[src/rtl/i2s_tdm_tx_fifo.sv]
// I2S / TDM transmitter with an internal frame FIFO. BCK and WS are derived from AMCLK_i, and
// serial data is sent MSB first. An empty FIFO at frame start mutes the frame and sets a sticky flag.
module i2s_tdm_tx_fifo #(
  parameter int unsigned DATA_BITS    = 24,
  parameter int unsigned NUM_CH       = 2,
  parameter int unsigned SLOT_BITS    = 32,
  parameter int unsigned MCLK_PER_BCK = 4,
  parameter int unsigned FIFO_DEPTH   = 8
) (
  input  logic                          AMCLK_i,
  input  logic                          reset_n,
  input  logic                          enable_i,
  input  logic                          fmt_lj_i,
  input  logic [NUM_CH*DATA_BITS-1:0]   in_data_i,
  input  logic                          in_valid_i,
  output logic                          in_ready_o,
  output logic [$clog2(FIFO_DEPTH):0]   fifo_level_o,
  output logic                          underflow_o,
  input  logic                          clr_underflow_i,
  output logic                          I2S_BCK,
  output logic                          I2S_WS,
  output logic                          I2S_DATA
);

  localparam int unsigned FrameW    = NUM_CH * DATA_BITS;
  localparam int unsigned AddrW     = $clog2(FIFO_DEPTH);
  localparam int unsigned PtrW      = AddrW + 1;
  localparam int unsigned MclkW     = $clog2(MCLK_PER_BCK);
  localparam int unsigned FrameBcks = NUM_CH * SLOT_BITS;
  localparam int unsigned BitW      = $clog2(FrameBcks);
  localparam int unsigned IdxW      = $clog2(FrameW);

  logic [FrameW-1:0] mem_q [FIFO_DEPTH];
  logic [PtrW-1:0]   wr_ptr_q, wr_ptr_d, rd_ptr_q, rd_ptr_d, level_q, level_d;
  logic [MclkW-1:0]  mclk_ctr_q, mclk_ctr_d;
  logic [BitW-1:0]   bit_ctr_q, bit_ctr_d;
  logic [FrameW-1:0] frame_q, frame_d;
  logic              underflow_q, underflow_d;
  logic              bck_q, bck_d, ws_q, ws_d, data_q, data_d;
  logic              wr_en, frame_start, pop;
  int unsigned       slot_pos, slot_ch, bit_sel;
  logic              in_word;
  logic [IdxW-1:0]   bit_idx;

  assign in_ready_o   = (level_q != PtrW'(FIFO_DEPTH));
  assign fifo_level_o = level_q;
  assign underflow_o  = underflow_q;
  assign I2S_BCK      = bck_q;
  assign I2S_WS       = ws_q;
  assign I2S_DATA     = data_q;

  always_comb begin
    wr_en       = in_valid_i && in_ready_o;
    frame_start = enable_i && (bit_ctr_q == '0) && (mclk_ctr_q == '0);
    // Pop decision looks only at the registered level; a same-cycle write cannot rescue it.
    pop         = frame_start && (level_q != '0);
    wr_ptr_d    = wr_ptr_q + PtrW'(wr_en);
    rd_ptr_d    = rd_ptr_q + PtrW'(pop);
    level_d     = level_q + PtrW'(wr_en) - PtrW'(pop);
    underflow_d = (frame_start && !pop) ? 1'b1 : (clr_underflow_i ? 1'b0 : underflow_q);
    mclk_ctr_d  = '0;
    bit_ctr_d   = '0;
    frame_d     = '0;
    if (enable_i) begin
      mclk_ctr_d = mclk_ctr_q + 1'b1;
      bit_ctr_d  = bit_ctr_q;
      if (mclk_ctr_q == MclkW'(MCLK_PER_BCK - 1)) begin
        mclk_ctr_d = '0;
        bit_ctr_d  = (bit_ctr_q == BitW'(FrameBcks - 1)) ? '0 : bit_ctr_q + 1'b1;
      end
      frame_d = frame_q;
      if (frame_start) frame_d = pop ? mem_q[rd_ptr_q[AddrW-1:0]] : '0;
    end
  end

  // Outputs use frame_d so the first bit of a freshly popped frame is not stale.
  always_comb begin
    slot_pos = 32'(bit_ctr_q) % SLOT_BITS;
    slot_ch  = 32'(bit_ctr_q) / SLOT_BITS;
    if (fmt_lj_i) begin
      in_word = (slot_pos < DATA_BITS);
      bit_sel = DATA_BITS - 1 - slot_pos;
    end else begin
      in_word = (slot_pos >= 1) && (slot_pos <= DATA_BITS);
      bit_sel = DATA_BITS - slot_pos;
    end
    bit_idx = in_word ? IdxW'(slot_ch * DATA_BITS + bit_sel) : '0;
    bck_d   = enable_i && (mclk_ctr_q >= MclkW'(MCLK_PER_BCK / 2));
    data_d  = enable_i && in_word && frame_d[bit_idx];
    if (NUM_CH == 2)   ws_d = enable_i && (slot_ch == 1);
    else if (fmt_lj_i) ws_d = enable_i && (bit_ctr_q == '0);
    else               ws_d = enable_i && (bit_ctr_q == BitW'(FrameBcks - 1));
  end

  always_ff @(posedge AMCLK_i or negedge reset_n) begin
    if (!reset_n) begin
      wr_ptr_q    <= '0;
      rd_ptr_q    <= '0;
      level_q     <= '0;
      mclk_ctr_q  <= '0;
      bit_ctr_q   <= '0;
      frame_q     <= '0;
      underflow_q <= 1'b0;
      bck_q       <= 1'b0;
      ws_q        <= 1'b0;
      data_q      <= 1'b0;
    end else begin
      wr_ptr_q    <= wr_ptr_d;
      rd_ptr_q    <= rd_ptr_d;
      level_q     <= level_d;
      mclk_ctr_q  <= mclk_ctr_d;
      bit_ctr_q   <= bit_ctr_d;
      frame_q     <= frame_d;
      underflow_q <= underflow_d;
      bck_q       <= bck_d;
      ws_q        <= ws_d;
      data_q      <= data_d;
    end
  end

  always_ff @(posedge AMCLK_i) begin
    if (wr_en) mem_q[wr_ptr_q[AddrW-1:0]] <= in_data_i;
  end

endmodule
[config.mk]
export PLATFORM = sky130hd
export DESIGN_NAME = i2s_tdm_tx_fifo
export DESIGN_NICKNAME = d
export VERILOG_FILES = /design/src/rtl/i2s_tdm_tx_fifo.sv
export SDC_FILE = /design/constraint.sdc
export NUM_CORES = 1
export LEC_CHECK = 0
export CORE_UTILIZATION = 55
export DETAILED_ROUTE_END_ITERATION = 8
export PLACE_DENSITY = 0.82
export SETUP_SLACK_MARGIN = 0.05
export SYNTH_ARGS = -nofsm -noshare
export SYNTH_HDL_FRONTEND = slang
export SYNTH_SLANG_ARGS = --single-unit
[constraint.sdc]
create_clock -name AMCLK_i -period 6.4 [get_ports AMCLK_i]
set_clock_uncertainty 0.15 [all_clocks]
set_input_delay 1.6 -clock AMCLK_i [delete_from_list [all_inputs] [get_ports AMCLK_i]]
set_output_delay 1.6 -clock AMCLK_i [all_outputs]
set_load 0.02 [all_outputs]
**Run 1: nets reached from selected ports**

(1.5 px per um)
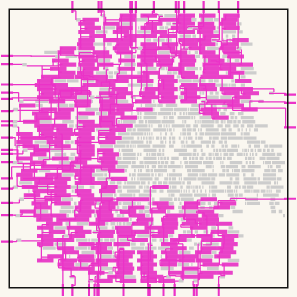
- in_data_i: magenta (bits 48; direction input; edge 17 west, 14 south, 13 north, 4 east; end cells 384; buffers 48; wire 4290 um)

**Run 1: routed metal, one color a layer**

(1.5 px per um) Only two layers are drawn.
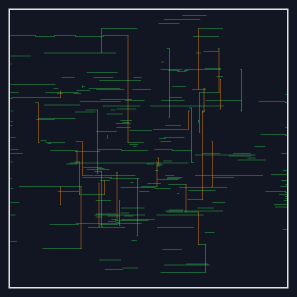
- met3: green (wire length 2500 um)
- met4: orange (wire length 850 um)

**Run 1: pin map**

(2 px per um) Pins as bars across the die edge, other pins in gray.
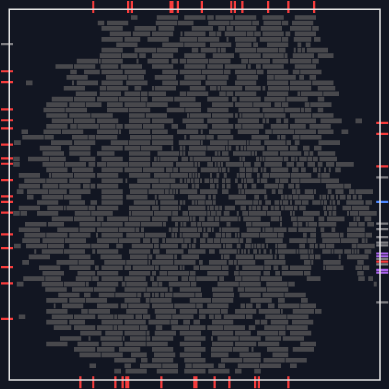
- in_data_i: red (pins 48; direction input; edge 17 west, 14 south, 13 north, 4 east)
- fifo_level_o: purple (pins 4; direction output; edge east)
- I2S_DATA: blue (pins 1; direction output; edge east)

==> GITHUB_STEP_SUMMARY, run 1 <==
## PnR job results

| Metric | Value |
|---|---|
| R2R Setup Slk | `2.65 ns` |
| Site Rows | `66` |
| Reg2reg end | `I2S_DATA` |
| Total Wirelength | `37.0 mm` |
| Post-layout instance area | `20800 um^2` |
| Die width | `185 um` |
| I/O Pins | `63` |
| Placed insts | `1491` |
| HPWL Detailed | `20.1 mm` |
| Mux area share | `13.4%` |
| Adder Area Share | `1.58%` |
| DR iter-0 viols | `965` |
| Clk pwr | `2.50 mW` |
| RSZ-0062 raised after global routing | `no` |
| Die ar. | `34100 um^2` |
| Top cell excl fill/tap | `edfxtp_1` |
| Leading cell kind | `registers` |
| Post-synth top cells | `edfxtp_1, mux2i_1, dfrtp_1, mux4_2, nand2_1` |
| Grt ovf | `0` |
| DR WL met3 | `2.50 mm` |
| Min-Delay Path Class | `reg -> reg` |
| Routability Congestion | `0.892` |
| Slew HR | `25.3%` |
| Power Total | `8.83 mW` |
| HP Start | `frame_q[44]` |
| Top layer in use | `met5` |
| Hold_ws | `0.317 ns` |
| Port Buffers | `62` |
| Setup CP Type | `in -> reg` |
| Clock Pin Slew Worst Setup and Hold Paths | `0.06 ns` |
| Status | `finished, final reports clean` |
| Yosys-reported design area after synthesis | `18400 um^2` |
| Clk buf depth | `3` |
| Fraction of power spent switching nets | `30.1%` |
| Final setup fails | `0` |
| Worst hold stages | `2` |
| Logic pwr share | `24.6%` |
| CP Capture Type | `flip-flop` |
| FP Core Util | `56.1%` |
| Routed wire per std cell | `23.5 um` |
**Run 1: placed standard cells**

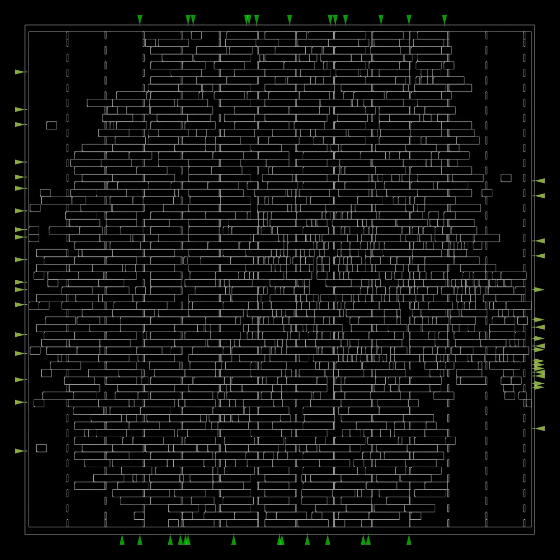

==> run 2, diff against run 1 <==
--- a/config.mk
+++ b/config.mk
@@ -7,7 +7,7 @@
 export LEC_CHECK = 0
 export CORE_UTILIZATION = 55
 export DETAILED_ROUTE_END_ITERATION = 8
-export PLACE_DENSITY = 0.82
+export PLACE_DENSITY = 0.85
 export SETUP_SLACK_MARGIN = 0.05
 export SYNTH_ARGS = -nofsm -noshare
 export SYNTH_HDL_FRONTEND = slang
==> constraint.sdc (replaced) <==
create_clock -name AMCLK_i -period 3.8 [get_ports AMCLK_i]
set_clock_uncertainty 0.15 [all_clocks]
set_input_delay 0.95 -clock AMCLK_i [delete_from_list [all_inputs] [get_ports AMCLK_i]]
set_output_delay 0.95 -clock AMCLK_i [all_outputs]
set_load 0.02 [all_outputs]
**Run 2: placed standard cells**

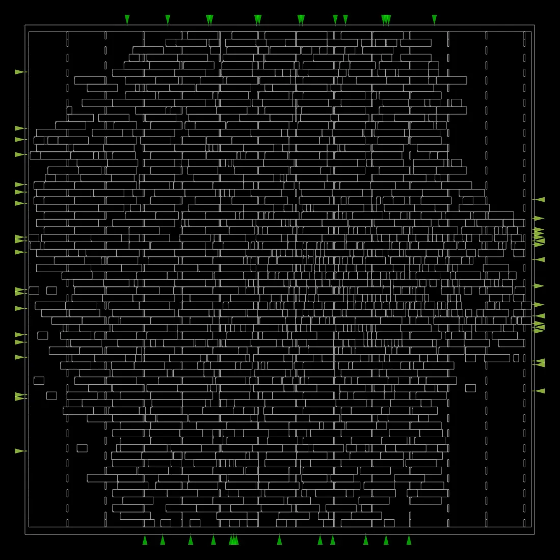
final non-filler cell total: 1595
# fillers: 2174
Seq/total area: 63.0%
Well Taps: 442

**Run 2: routed metal, one color a layer**

(1.5 px per um) Only two layers are drawn.
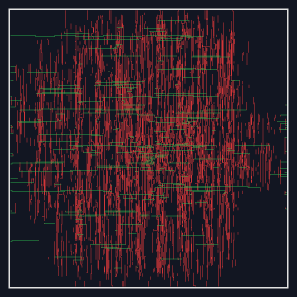
Total Wirelength: 37.2 mm
total track usage: 22.6%
Routed wire per std cell: 23.3 um
vias: 9827

==> run 2 against run 1 <==
Non-clock buffer count rose by 25. Synthesized cell count did not move. Worst setup slack worse by 1.4 ns. Core utilization up 0.91 points. Critical path type is now reg -> reg.
==> GITHUB_STEP_SUMMARY, run 2 <==
## PnR job results

| Metric | Value |
|---|---|
| Power Total | `15.0 mW (+70%)` |
| HPWL Detailed | `21.4 mm (+6.5%)` |
| RSZ-0062 raised after global routing | `no` |
| Max reg flops | `384` |
| Synth Seq Share | `72.4%` |
| Sum Neg Setup Slack | `0 ns` |
| R2R depth | `9` |
| Worst hold stages | `1 (-1)` |
| Clock Pin Slew Worst Setup and Hold Paths | `0.06 ns (about the same)` |
| Core Area | `32700 um^2` |
| Die ar. | `34100 um^2 (unchanged)` |
| Final setup fails | `0 (unchanged)` |
| Hold_ws | `0.314 ns (-0.00272 ns)` |
| Dominant cell by count in the synthesized netlist | `edfxtp_1` |
| Cell count in the Yosys report | `1025` |
| Hold Violations, Final | `0` |
| Cell taking the most area after synthesis | `edfxtp_1` |
| Max power group | `registers` |
| Met1 Use GR | `31.7%` |
| Min-Delay Path Class | `reg -> reg` |
| Grt met2 use | `36.0%` |
| Antenna violations before repair | `0` |
| Worst Path Buf+Inv | `1` |
| Pleak | `7.41 nW` |
| Reg2reg end | `I2S_DATA` |
| Placed insts | `1516 (+1.7%)` |
| Latency at later pin | `0.55 ns` |
| CP Capture Type | `flip-flop` |
| Status | `finished, final reports clean` |
| Ant diodes | `0` |
| Mux area share | `13.4% (unchanged)` |
| Worst endpoint data arrival time | `3.55 ns` |
| Post-layout instance area | `21100 um^2 (+1.4%)` |
| Routability Congestion | `0.881 (-1.2%)` |
| Pin count of the biggest net entering global routing | `50` |
| Max-area cell share | `62.8%` |
| Clk buf depth | `3 (unchanged)` |
| FP Core Util | `56.1% (unchanged)` |
| Slew HR | `46.5% (+21 points)` |
| Fin nets | `1196` |
| Adder Area Share | `1.58% (unchanged)` |
| Non-clk invs | `21` |
| Leading cell kind | `registers` |
| Top comb family, area | `multiplexers` |
| Sw power | `4.54 mW` |
| DR WL met3 | `2.60 mm (+4.2%)` |
| Setup CP Type | `reg -> reg` |
| Power Density | `711 nW/um^2` |
| GRT Max-Usage Layer | `met2` |
| Post-synth top cells | `edfxtp_1, mux2i_1, dfrtp_1, mux4_2, nand2_1` |
| Post-synth EDFFs | `384` |
| Max_cap viols | `0` |
| Number of logic gates | `495` |
| Fraction of power spent switching nets | `30.3% (+0.20 points)` |
| Yosys-reported design area after synthesis | `18400 um^2 (unchanged)` |
| Aoi share | `5.34%` |
| Site Rows | `66 (unchanged)` |
| Worst Path Max Fanout | `32` |
| Top layer in use | `met4` |
| Port Buffers | `62 (unchanged)` |
| Top cells by area | `edfxtp_1, dfrtp_1, mux4_2` |
| R2R Setup Slk | `0.50 ns (-2.15 ns)` |
| Synth async-reset ratio | `15.4%` |
| Fraction of area in multi-input gates | `22.5%` |
| Die width | `185 um (unchanged)` |
| Global-route wire length before repair | `57.3 mm` |
| VDD IR-drop max | `0.000438 V` |
| Worst setup path end | `I2S_DATA` |
| Syn_area_per_cell | `17.9 um^2` |
| Drt pass-1 iters | `7` |
| HP Start | `mclk_ctr_q[0]` |
| Placed Area | `19800 um^2` |
| # clk buffers | `51` |
| CTS Root Cell | `clkbuf_16` |
| Yosys simple share | `4.49%` |
| I/O Pins | `63 (unchanged)` |
| Top cell excl fill/tap | `edfxtp_1` |
| Worst path required time | `4.05 ns` |
| Worst path max stage delay | `0.80 ns` |
| Grt ovf | `0 (unchanged)` |
| Met3 Use GR | `3.62%` |
| Fmax | `303 MHz` |
| Clk pwr | `4.12 mW (+65%)` |
| CTS tree | `done` |
| Met1 wire length | `15.3 mm` |
| Final core utilization | `64.5%` |
| Logic pwr share | `26.8% (+2.2 points)` |
| DR iter-0 viols | `1159 (+20%)` |
| H-tree depth | `2` |
**Run 2: nets reached from selected ports**

(1.5 px per um)
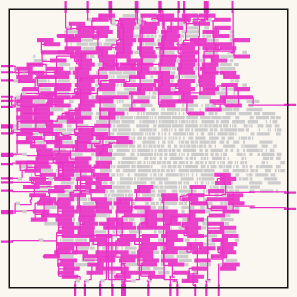

==> run 3, diff against run 2 <==
--- a/config.mk
+++ b/config.mk
@@ -6,8 +6,9 @@
 export NUM_CORES = 1
 export LEC_CHECK = 0
 export CORE_UTILIZATION = 55
+export CTS_CLUSTER_SIZE = 24
 export DETAILED_ROUTE_END_ITERATION = 8
-export PLACE_DENSITY = 0.85
+export PLACE_DENSITY = 0.82
 export SETUP_SLACK_MARGIN = 0.05
 export SYNTH_ARGS = -nofsm -noshare
 export SYNTH_HDL_FRONTEND = slang
==> constraint.sdc (replaced) <==
create_clock -name AMCLK_i -period 3.5 [get_ports AMCLK_i]
set_clock_uncertainty 0.15 [all_clocks]
set_input_delay 0.875 -clock AMCLK_i [delete_from_list [all_inputs] [get_ports AMCLK_i]]
set_output_delay 0.875 -clock AMCLK_i [all_outputs]
set_load 0.02 [all_outputs]
**Run 3: nets reached from selected ports**

(1.5 px per um)
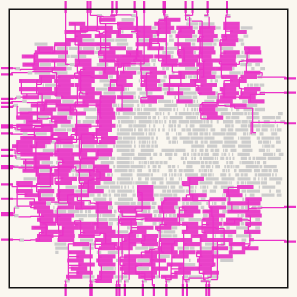
- in_data_i: magenta (bits 48; direction input; edge 17 west, 13 north, 13 south, 5 east; end cells 384; buffers 48; wire 4040 um)

==> run 3 against run 2 <==
Clock power is 17% higher. Die size did not move. Worst setup slack lost 0.17 ns. Sequential power grew 7.9%. Wire length is 0.55% higher. Critical path type unchanged.
==> GITHUB_STEP_SUMMARY, run 3 <==
## PnR job results

| Metric | Value |
|---|---|
| Met1 Use GR | `32.5% (+0.77 points)` |
| H-tree depth | `2 (unchanged)` |
| Dominant cell by count in the synthesized netlist | `edfxtp_1` |
| Logic pwr share | `26.8% (about the same)` |
| R2R Setup Slk | `0.34 ns (-0.17 ns)` |
| RSZ-0062 raised after global routing | `no` |
| Fin nets | `1211 (+1.3%)` |
| Fraction of power spent switching nets | `29.5% (-0.76 points)` |
| Final setup fails | `0 (unchanged)` |
| VDD IR-drop max | `0.000441 V (+0.72%)` |
| Synth async-reset ratio | `15.4% (unchanged)` |
| Clock Pin Slew Worst Setup and Hold Paths | `0.06 ns (about the same)` |
| Power Total | `16.7 mW (+11%)` |
| R2R depth | `11 (+2)` |
| Clk buf depth | `3 (unchanged)` |
| Ant diodes | `0 (unchanged)` |
| Fraction of area in multi-input gates | `22.1% (-0.35 points)` |
| Max-area cell share | `62.8% (unchanged)` |
| Routability Congestion | `0.910 (+3.3%)` |
| Placed Area | `19900 um^2 (+0.98%)` |
| Worst path max stage delay | `0.51 ns (-0.29 ns)` |
| GRT Max-Usage Layer | `met2` |
| Worst Path Max Fanout | `14 (-56%)` |
| Pin count of the biggest net entering global routing | `49 (-2.0%)` |
| Die ar. | `34100 um^2 (unchanged)` |
| Latency at later pin | `0.56 ns (about the same)` |
| Setup CP Type | `reg -> reg` |
| Post-layout instance area | `21400 um^2 (+1.6%)` |
| I/O Pins | `63 (unchanged)` |
| Clk pwr | `4.84 mW (+17%)` |
| CTS tree | `done` |
| Met3 Use GR | `3.38% (-0.24 points)` |
| Status | `finished, final reports clean` |
| Top comb family, area | `multiplexers` |
| Aoi share | `5.34% (unchanged)` |
| Top layer in use | `met4` |
| Placed insts | `1530 (+0.92%)` |
| Power Density | `780 nW/um^2 (+9.7%)` |
| FP Core Util | `56.1% (unchanged)` |
| Cell count in the Yosys report | `1025 (unchanged)` |
| Worst setup path end | `I2S_DATA` |
**Run 3: routed metal, one color a layer**

(1.5 px per um) Only two layers are drawn.
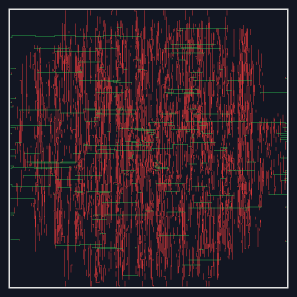
Total Wirelength: 37.4 mm
Routed wire per std cell: 23.2 um
total track usage: 23.2%

Power figures rest on the tool's default switching activity, not on a simulated workload.
